## src/rtl/operand_writeback_stage_if.sv

```systemverilog
// Issue-side bundle for the operand/writeback stage: decoded instruction fields plus valid/ready.
// Handshake: a transfer happens on a rising edge where issue_valid && issue_ready; the master holds all fields stable while valid is high and not yet accepted.
interface operand_writeback_stage_if #(
    parameter int DATA_W = 8,
    parameter int OP_W   = 5,
    parameter int AW     = 3
);
    logic              issue_valid;
    logic              issue_ready;
    logic [OP_W-1:0]   issue_op;
    logic [AW-1:0]     issue_ra;
    logic [AW-1:0]     issue_rb;
    logic [DATA_W-1:0] issue_imm;
    logic              issue_use_imm;
    logic [AW-1:0]     issue_rd;
    logic              issue_wr_en;
    logic              issue_flag_en;

    modport master (
        output issue_valid, issue_op, issue_ra, issue_rb, issue_imm,
               issue_use_imm, issue_rd, issue_wr_en, issue_flag_en,
        input  issue_ready
    );

    modport slave (
        input  issue_valid, issue_op, issue_ra, issue_rb, issue_imm,
               issue_use_imm, issue_rd, issue_wr_en, issue_flag_en,
        output issue_ready
    );
endinterface

```

## src/rtl/operand_writeback_stage.sv

```systemverilog
// Register file plus a single EX pipeline register feeding a combinational ALU;
// retires results into the file and latches branch flags, with EX-to-issue forwarding.
module operand_writeback_stage #(
    parameter int DATA_W   = 8,
    parameter int OP_W     = 5,
    parameter int NUM_REGS = 8,
    localparam int AW      = $clog2(NUM_REGS)
) (
    input  logic                 clk,
    input  logic                 reset,
    operand_writeback_stage_if.slave issue_if,
    input  logic                 ex_stall,
    output logic [DATA_W-1:0]    alu_a,
    output logic [DATA_W-1:0]    alu_b,
    output logic [OP_W-1:0]      alu_op,
    output logic                 ex_valid,
    input  logic [DATA_W-1:0]    alu_result,
    input  logic                 alu_equal,
    input  logic                 alu_less,
    output logic                 flag_eq,
    output logic                 flag_lt,
    input  logic [AW-1:0]        dbg_addr,
    output logic [DATA_W-1:0]    dbg_data
);
    logic [DATA_W-1:0] r_regs [NUM_REGS];
    logic              r_ex_valid;
    logic [DATA_W-1:0] r_ex_a;
    logic [DATA_W-1:0] r_ex_b;
    logic [OP_W-1:0]   r_ex_op;
    logic [AW-1:0]     r_ex_rd;
    logic              r_ex_wr_en;
    logic              r_ex_flag_en;
    logic              r_flag_eq;
    logic              r_flag_lt;

    logic              w_retire;
    logic              w_accept;
    logic              w_fwd_a;
    logic              w_fwd_b;
    logic [DATA_W-1:0] w_op_a;
    logic [DATA_W-1:0] w_op_b;

    assign w_retire = r_ex_valid && !ex_stall;
    assign issue_if.issue_ready = !r_ex_valid || !ex_stall;
    assign w_accept = issue_if.issue_valid && issue_if.issue_ready;

    // A retiring write lands on the same edge the new operands are captured, so bypass it.
    assign w_fwd_a = w_retire && r_ex_wr_en && (r_ex_rd == issue_if.issue_ra);
    assign w_fwd_b = w_retire && r_ex_wr_en && (r_ex_rd == issue_if.issue_rb);

    always_comb begin
        w_op_a = w_fwd_a ? alu_result : r_regs[issue_if.issue_ra];
        w_op_b = r_regs[issue_if.issue_rb];
        if (issue_if.issue_use_imm) begin
            w_op_b = issue_if.issue_imm;
        end else if (w_fwd_b) begin
            w_op_b = alu_result;
        end
    end

    always_ff @(posedge clk) begin
        if (reset) begin
            for (int i = 0; i < NUM_REGS; i++) begin
                r_regs[i] <= '0;
            end
            r_ex_valid   <= 1'b0;
            r_ex_a       <= '0;
            r_ex_b       <= '0;
            r_ex_op      <= '0;
            r_ex_rd      <= '0;
            r_ex_wr_en   <= 1'b0;
            r_ex_flag_en <= 1'b0;
            r_flag_eq    <= 1'b0;
            r_flag_lt    <= 1'b0;
        end else begin
            if (w_retire && r_ex_wr_en) begin
                r_regs[r_ex_rd] <= alu_result;
            end
            if (w_retire && r_ex_flag_en) begin
                r_flag_eq <= alu_equal;
                r_flag_lt <= alu_less;
            end
            // Accept implies the slot is empty or retiring; otherwise a stalled EX holds everything.
            if (w_accept) begin
                r_ex_valid   <= 1'b1;
                r_ex_a       <= w_op_a;
                r_ex_b       <= w_op_b;
                r_ex_op      <= issue_if.issue_op;
                r_ex_rd      <= issue_if.issue_rd;
                r_ex_wr_en   <= issue_if.issue_wr_en;
                r_ex_flag_en <= issue_if.issue_flag_en;
            end else if (w_retire) begin
                r_ex_valid <= 1'b0;
            end
        end
    end

    assign alu_a    = r_ex_a;
    assign alu_b    = r_ex_b;
    assign alu_op   = r_ex_op;
    assign ex_valid = r_ex_valid;
    assign flag_eq  = r_flag_eq;
    assign flag_lt  = r_flag_lt;
    assign dbg_data = r_regs[dbg_addr];
endmodule

```

## src/flat_wrapper.sv

```systemverilog
// flat-port wrapper written by rule: the top's interface ports become plain ports
module operand_writeback_stage_flat 
#(
    parameter int DATA_W   = 8,
    parameter int OP_W     = 5,
    parameter int NUM_REGS = 8,
    localparam int AW      = $clog2(NUM_REGS)
)
  (clk, reset, ex_stall, alu_a, alu_b, alu_op, ex_valid, alu_result, alu_equal, alu_less, flag_eq, flag_lt, dbg_addr, dbg_data, issue_if_issue_valid, issue_if_issue_op, issue_if_issue_ra, issue_if_issue_rb, issue_if_issue_imm, issue_if_issue_use_imm, issue_if_issue_rd, issue_if_issue_wr_en, issue_if_issue_flag_en, issue_if_issue_ready);
  operand_writeback_stage_if #(.DATA_W(DATA_W), .OP_W(OP_W)) issue_if_i ();
  input  logic clk;
  input  logic reset;
  input  logic ex_stall;
  output logic [DATA_W-1:0] alu_a;
  output logic [DATA_W-1:0] alu_b;
  output logic [OP_W-1:0] alu_op;
  output logic ex_valid;
  input  logic [DATA_W-1:0] alu_result;
  input  logic alu_equal;
  input  logic alu_less;
  output logic flag_eq;
  output logic flag_lt;
  input  logic [AW-1:0] dbg_addr;
  output logic [DATA_W-1:0] dbg_data;
  input wire logic [$bits(issue_if_i.issue_valid)-1:0] issue_if_issue_valid;
  input wire logic [$bits(issue_if_i.issue_op)-1:0] issue_if_issue_op;
  input wire logic [$bits(issue_if_i.issue_ra)-1:0] issue_if_issue_ra;
  input wire logic [$bits(issue_if_i.issue_rb)-1:0] issue_if_issue_rb;
  input wire logic [$bits(issue_if_i.issue_imm)-1:0] issue_if_issue_imm;
  input wire logic [$bits(issue_if_i.issue_use_imm)-1:0] issue_if_issue_use_imm;
  input wire logic [$bits(issue_if_i.issue_rd)-1:0] issue_if_issue_rd;
  input wire logic [$bits(issue_if_i.issue_wr_en)-1:0] issue_if_issue_wr_en;
  input wire logic [$bits(issue_if_i.issue_flag_en)-1:0] issue_if_issue_flag_en;
  output wire logic [$bits(issue_if_i.issue_ready)-1:0] issue_if_issue_ready;
  assign issue_if_i.issue_valid = issue_if_issue_valid;
  assign issue_if_i.issue_op = issue_if_issue_op;
  assign issue_if_i.issue_ra = issue_if_issue_ra;
  assign issue_if_i.issue_rb = issue_if_issue_rb;
  assign issue_if_i.issue_imm = issue_if_issue_imm;
  assign issue_if_i.issue_use_imm = issue_if_issue_use_imm;
  assign issue_if_i.issue_rd = issue_if_issue_rd;
  assign issue_if_i.issue_wr_en = issue_if_issue_wr_en;
  assign issue_if_i.issue_flag_en = issue_if_issue_flag_en;
  assign issue_if_issue_ready = issue_if_i.issue_ready;
  operand_writeback_stage #(.DATA_W(DATA_W), .OP_W(OP_W), .NUM_REGS(NUM_REGS)) u_core (.clk(clk), .reset(reset), .issue_if(issue_if_i), .ex_stall(ex_stall), .alu_a(alu_a), .alu_b(alu_b), .alu_op(alu_op), .ex_valid(ex_valid), .alu_result(alu_result), .alu_equal(alu_equal), .alu_less(alu_less), .flag_eq(flag_eq), .flag_lt(flag_lt), .dbg_addr(dbg_addr), .dbg_data(dbg_data));
endmodule
```

## config.mk

```make
export PLATFORM = sky130hd
export DESIGN_NAME = operand_writeback_stage_flat
export DESIGN_NICKNAME = d
export VERILOG_FILES = /design/src/rtl/operand_writeback_stage_if.sv /design/src/rtl/operand_writeback_stage.sv /design/src/flat_wrapper.sv
export SDC_FILE = /design/constraint.sdc
export NUM_CORES = 1
export LEC_CHECK = 0
export CORE_ASPECT_RATIO = 0.6
export CORE_MARGIN = 2
export CORE_UTILIZATION = 45
export DETAILED_ROUTE_END_ITERATION = 12
export HOLD_SLACK_MARGIN = 0.1
export PLACE_DENSITY = 0.7
export RECOVER_POWER = 100
export SYNTH_ARGS = -nofsm -noshare
export SYNTH_HDL_FRONTEND = slang
export SYNTH_SLANG_ARGS = --single-unit
```

## constraint.sdc

```tcl
create_clock -name clk -period 3 [get_ports clk]
set_input_delay 0.9 -clock clk [delete_from_list [all_inputs] [get_ports clk]]
set_output_delay 0.9 -clock clk [all_outputs]
set_load 0.01 [all_outputs]
```

Run 1, placement view:
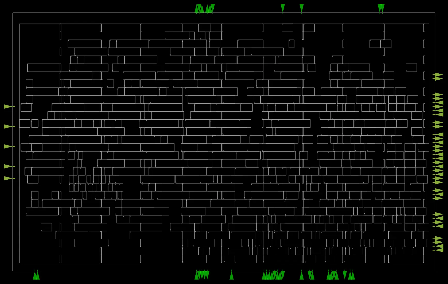
fill cell count: 953
Flops: 93
flop share of the area: 37.6%
Placeable Area: 11400 µm²
utilization after layout: 58.3%

Run 1, cells coloured by class:
Bar = 50 µm. Fill, decap, tap and diode cells in grey.
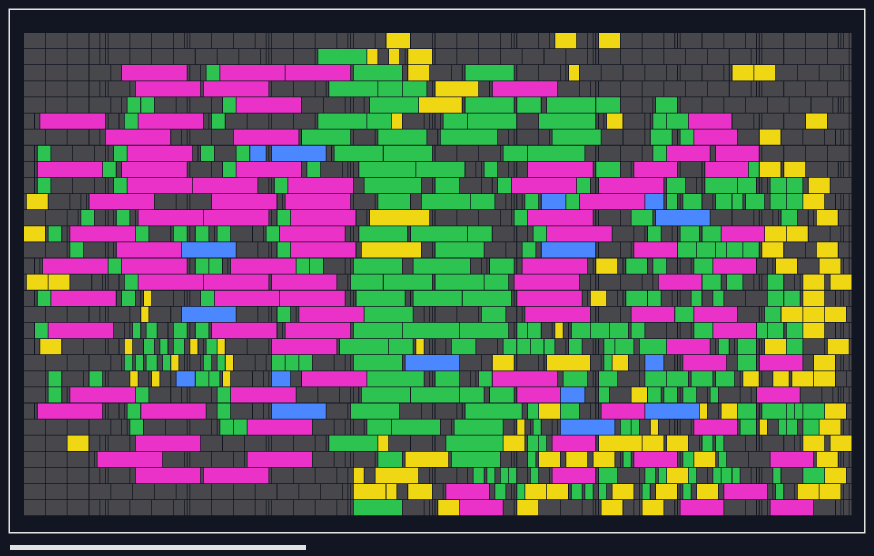
colour	class	cells
magenta	flops	93
blue	clock drivers and dummy loads	16
green	combinational and other logic	268
yellow	other buffers and delay cells	106

Run 1, met2 routing:
Bar = 50 µm.
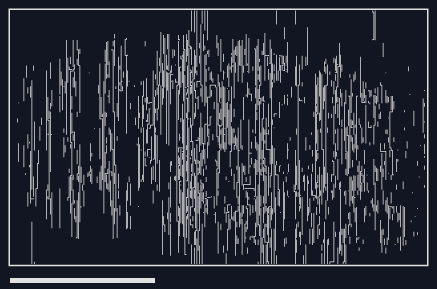
main direction	vertical
wire length on this layer	5880 µm
longest straight run	57.3 µm
share of all routed wire	41%
nets with wire on the layer	449
drt total wl: 14400 µm
met2 Use GR: 32.6%
vias: 3917

==> results.json, run 1 <==
{
  "status": "finished clean",
  "hold-path-cell-count": 2,
  "yosysTopAreaCellShare_pct": 36.2,
  "fmax_ghz": 0.337,
  "placed_area_um2": 6410,
  "ios": 75,
  "r2r-start": "u_core.ex_valid",
  "grt_pass1_wl_um": 21600,
  "wl_met1_um": 6940,
  "drt_iter0_markers": 365,
  "worst_ep_arrival_time_ns": 2.07,
  "edf_count": 64,
  "ff_type": "edfxtp_1",
  "synth_adder_area_share_pct": 0,
  "synthesis.area_um2": 5310,
  "drtPass1Iterations": 4,
  "die-area_um2": 12700,
  "clkSinkCount": 93,
  "aoi_share_pct": 7.45,
  "mux_area_share_pct": 26.6,
  "tool_warnings": 26,
  "critical_path_class": "input port to output port",
  "tightest_slew_ns": 0.748,
  "grt_pass1_vias": 3598,
  "ir_drop_mv": 0.260,
  "cts_hold_buf": 0
}
[run 1: state kept, by name (all words and copies together) (netlist names)]
signal,cells
u_core.alu_op,5
u_core.alu_a,8
u_core.r_regs,64
u_core.r_ex_wr_en,1
u_core.flag_eq,1
u_core.r_ex_rd,3
u_core.flag_lt,1
u_core.ex_valid,1
u_core.alu_b,8
u_core.r_ex_flag_en,1
[run 1: metrics by stage]
step | utilization, % | cells | setup TNS, ns | hold slack (ns)
2_1_floorplan | - | 389 | 0 | 0.436
3_3_place_gp | 56.1 | 625 | -6.19 | 0.441
3_5_place_dp | 56.1 | 625 | -6.47 | 0.449
4_1_cts | 58.8 | 643 | 0 | 0.456
5_1_grt | 58.3 | 643 | 0 | 0.471
6_report | 58.3 | 643 | 0 | 0.450
[run 1: power breakdown]
group | switching (W) | internal, W
logic | 0.000205 | 0.000258
registers | 0.0000577 | 0.00142
clock network | 0.000521 | 0.000582
total | 0.000783 | 0.00226
[run 1: cell families (layout without fill, tap and decap cells)]
family / count (synthesis) / count (layout)
muxes: 74 / 74
AOI/OAI and AO/OA: 51 / 51
DFF: 93 / 93
xor gates and xnor gates: 6 / 6
buffers and inverters: 29 / 123
and+or+nand+nor: 136 / 136
[run 1: how the worst max path moves through the flow]
stage,startpoint,to,cells past startpoint
2_1_floorplan,dbg_addr[0],dbg_data[0],4
5_1_grt,dbg_addr[0],dbg_data[7],5
3_5_place_dp,dbg_addr[0],dbg_data[0],5
4_1_cts,dbg_addr[0],dbg_data[0],5
3_3_place_gp,dbg_addr[0],dbg_data[0],5
6_report,dbg_addr[0],dbg_data[0],5
[run 1: worst max-delay path, cell delays in order]
cell,delay [ns]
buf_8,0.10
buf_12,0.14
mux4_2,0.52
mux2_4,0.29
buf_6,0.12
[run 1: layer usage]
metal / track usage [%] / vias up
li1: - / 1720
met1: 37.5 / 1964
met2: 32.6 / 220
met3: 5.69 / 13
met4: 5.30 / 0
met5: 0 / -
[run 1: synth_stat cells, drive strengths merged, types with 2 or more instances]
master	number
nand2	23
clkbuf	15
nand3b	10
mux4	48
mux2i	2
dfxtp	29
nor3	10
nor2	10
buf	13
nand2b	2
and2	72
or2	2
a221o	8
edfxtp	64
o21ai	6
mux2	24
nand3	2
a2111oi	16
o211ai	8
a21oi	11
xnor2	6
[run 1: final cells by class]
type	instances	area, µm²
tap	160	200
clock buffer	9	225
timing repair buffer	106	1010
fill	953	4760
sequential	93	2500
inverter	1	3.75
clock inverter	7	65.1
multi-input combinational	267	2640
[run 1: repair_timing]
action,in CTS,in global routing
pin swaps,0,0
resized,44,5
gates cloned,2,0
endpoints found under the setup margin,8,2
setup buffers,0,0
hold endpoints to repair,0,0
==> run 2: changes to the inputs <==
Settings changed: RECOVER_POWER 100 to 50.
Run 2, met2 routing:
Bar = 50 µm.
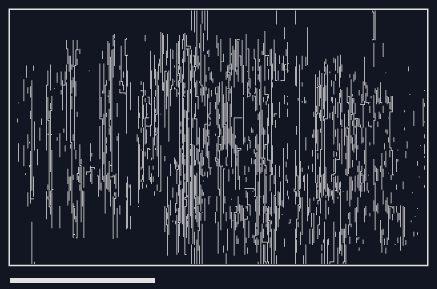
wire length on this layer	5870 µm
nets with wire on the layer	448
share of all routed wire	41%
vias: 3884
drt total wl: 14400 µm

Run 2, clock network drawn from the DEF:
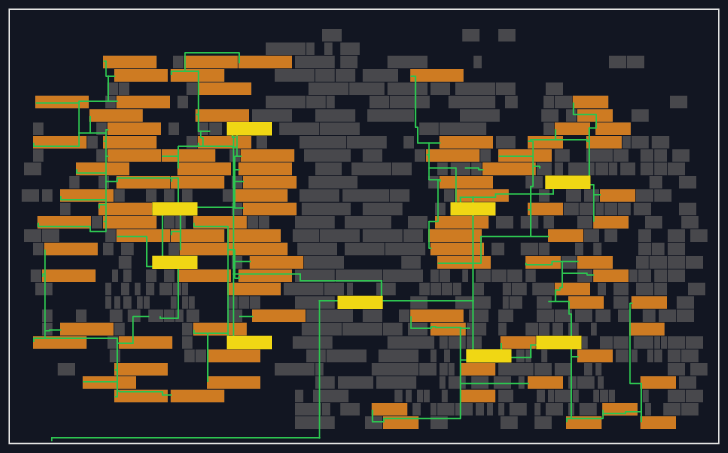
[green] clock wires | length: 1070 µm
[orange] flip-flops | count: 93
[yellow] clock drivers | count: 9
routed clock nets	10
flops lie	all over the die
clock group share of total power: 36.3%
clk_skew: 0.00966 ns
clk_lat worst skew: 0.35 ns
P_clk: 0.00111 W

==> results.json, run 2 <==
{
  "status": "finished clean",
  "p_int_w": 0.00227,
  "seq_power_share_pct": 48.4,
  "critical_path_class": "input port to output port",
  "crit_slowest_cell": "mux4_2",
  "cp_num_buf_inv": 3,
  "dp_cells": 625,
  "die-area_um2": 12700,
  "ios": 75,
  "yosysTopAreaCellShare_pct": 36.2,
  "worst_ep_arrival_time_ns": 2.07,
  "path_cells": "buf_8 -> buf_12 -> mux4_2 -> mux2_4 -> buf_6",
  "path_delay_family": "multiplexers",
  "tightest_slew_ns": 0.764,
  "layout.cells.non_filler": 643,
  "synthesis.area_um2": 5310,
  "drtPass1Iterations": 5,
  "edf_count": 64,
  "synthTopCellsByCount": "and2_1, edfxtp_1, mux4_2",
  "clkSinkCount": 93,
  "fmax_ghz": 0.337,
  "hold-path-cell-count": 2,
  "ir_drop_mv": 0.262,
  "p_sw_w": 0.000789,
  "grt_pass1_wl_um": 21600,
  "ff_type": "edfxtp_1",
  "max_stage_delay_ns": 0.51,
  "drt_iter0_markers": 301,
  "wl_met1_um": 6950,
  "netSwitchingFraction_pct": 25.8,
  "grt_pass1_vias": 3598
}
Run 2, placement view:
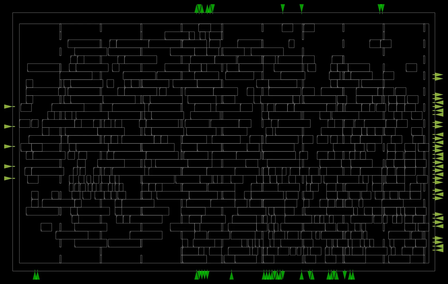
fill cell count: 947
utilization after layout: 58.5%
flop share of the area: 37.5%

==> run 2: cell counts after synthesis <==
No cell type changed its count.
==> run 2: cells by family after synthesis <==
group                     Yosys count  synth area share (%)
buffers and inverters              29                  3.04
DFF                                93                  47.2
xor gates and xnor gates            6                 0.990
and+or+nand+nor                   136                  14.7
muxes                              74                  26.6
AOI/OAI and AO/OA                  51                  7.45
==> run 2: final cells by class <==
cell class	count	area, µm²	area share [%]
clock buffer	9	225	3.37
timing repair buffer	106	1030	15.5
clock inverter	7	65.1	0.974
tap	160	200	3.00
multi-input combinational	267	2650	39.7
sequential	93	2500	37.5
inverter	1	3.75	0.0562
==> run 2: tightest hold or removal path: stages (launching register included) <==
cell,delay (ns)
dfxtp_1,0.31
nand2_1,0.05
a21oi_1,0.05
==> run 2: stage by stage <==
step	utilization [%]	worst slack, ns	power [W]	hold WS (ns)	TNS (ns)
after global placement	56.1	-0.775	0.00197	0.441	-6.19
after CTS	58.8	0.0260	0.00307	0.456	0
after detailed placement	56.1	-0.777	0.00198	0.449	-6.47
after floorplan	-	0.00970	0.00174	0.436	0
after global routing	58.5	0.0173	0.00316	0.471	0
final	58.5	0.0336	0.00306	0.450	0
==> run 2: power groups by stage <==
stage | clock [W] | combinational (W) | sequential [W]
3_3_place_gp | 0 | 0.000466 | 0.00150
6_report | 0.00111 | 0.000469 | 0.00148
5_1_grt | 0.00118 | 0.000499 | 0.00148
4_1_cts | 0.00112 | 0.000476 | 0.00147
2_1_floorplan | 0 | 0.000259 | 0.00148
3_5_place_dp | 0 | 0.000473 | 0.00150
==> run 2: repair_timing <==
| action | in CTS | in global routing |
|---|---|---|
| gates cloned | 2 | 0 |
| pin swaps | 0 | 0 |
| resized | 44 | 5 |
| setup endpoints to repair | 8 | 2 |
==> run 2: worst max-delay path by stage <==
stage | depth (start not counted) | from | to | slack (ns)
finish | 5 | dbg_addr[0] | dbg_data[0] | 0.03
global route | 5 | dbg_addr[0] | dbg_data[7] | 0.02
CTS | 5 | dbg_addr[0] | dbg_data[0] | 0.03
detailed placement | 5 | dbg_addr[0] | dbg_data[0] | -0.78
global placement | 5 | dbg_addr[0] | dbg_data[0] | -0.77
floorplan | 4 | dbg_addr[0] | dbg_data[0] | 0.01
==> run 2: routing by layer <==
metal / vias up / global-route usage, %
met5: - / 0
met4: 0 / 5.30
met3: 13 / 5.69
met2: 206 / 32.6
met1: 1941 / 37.5
li1: 1724 / -
No activity file was given, so power comes from the tool's default toggle rates.
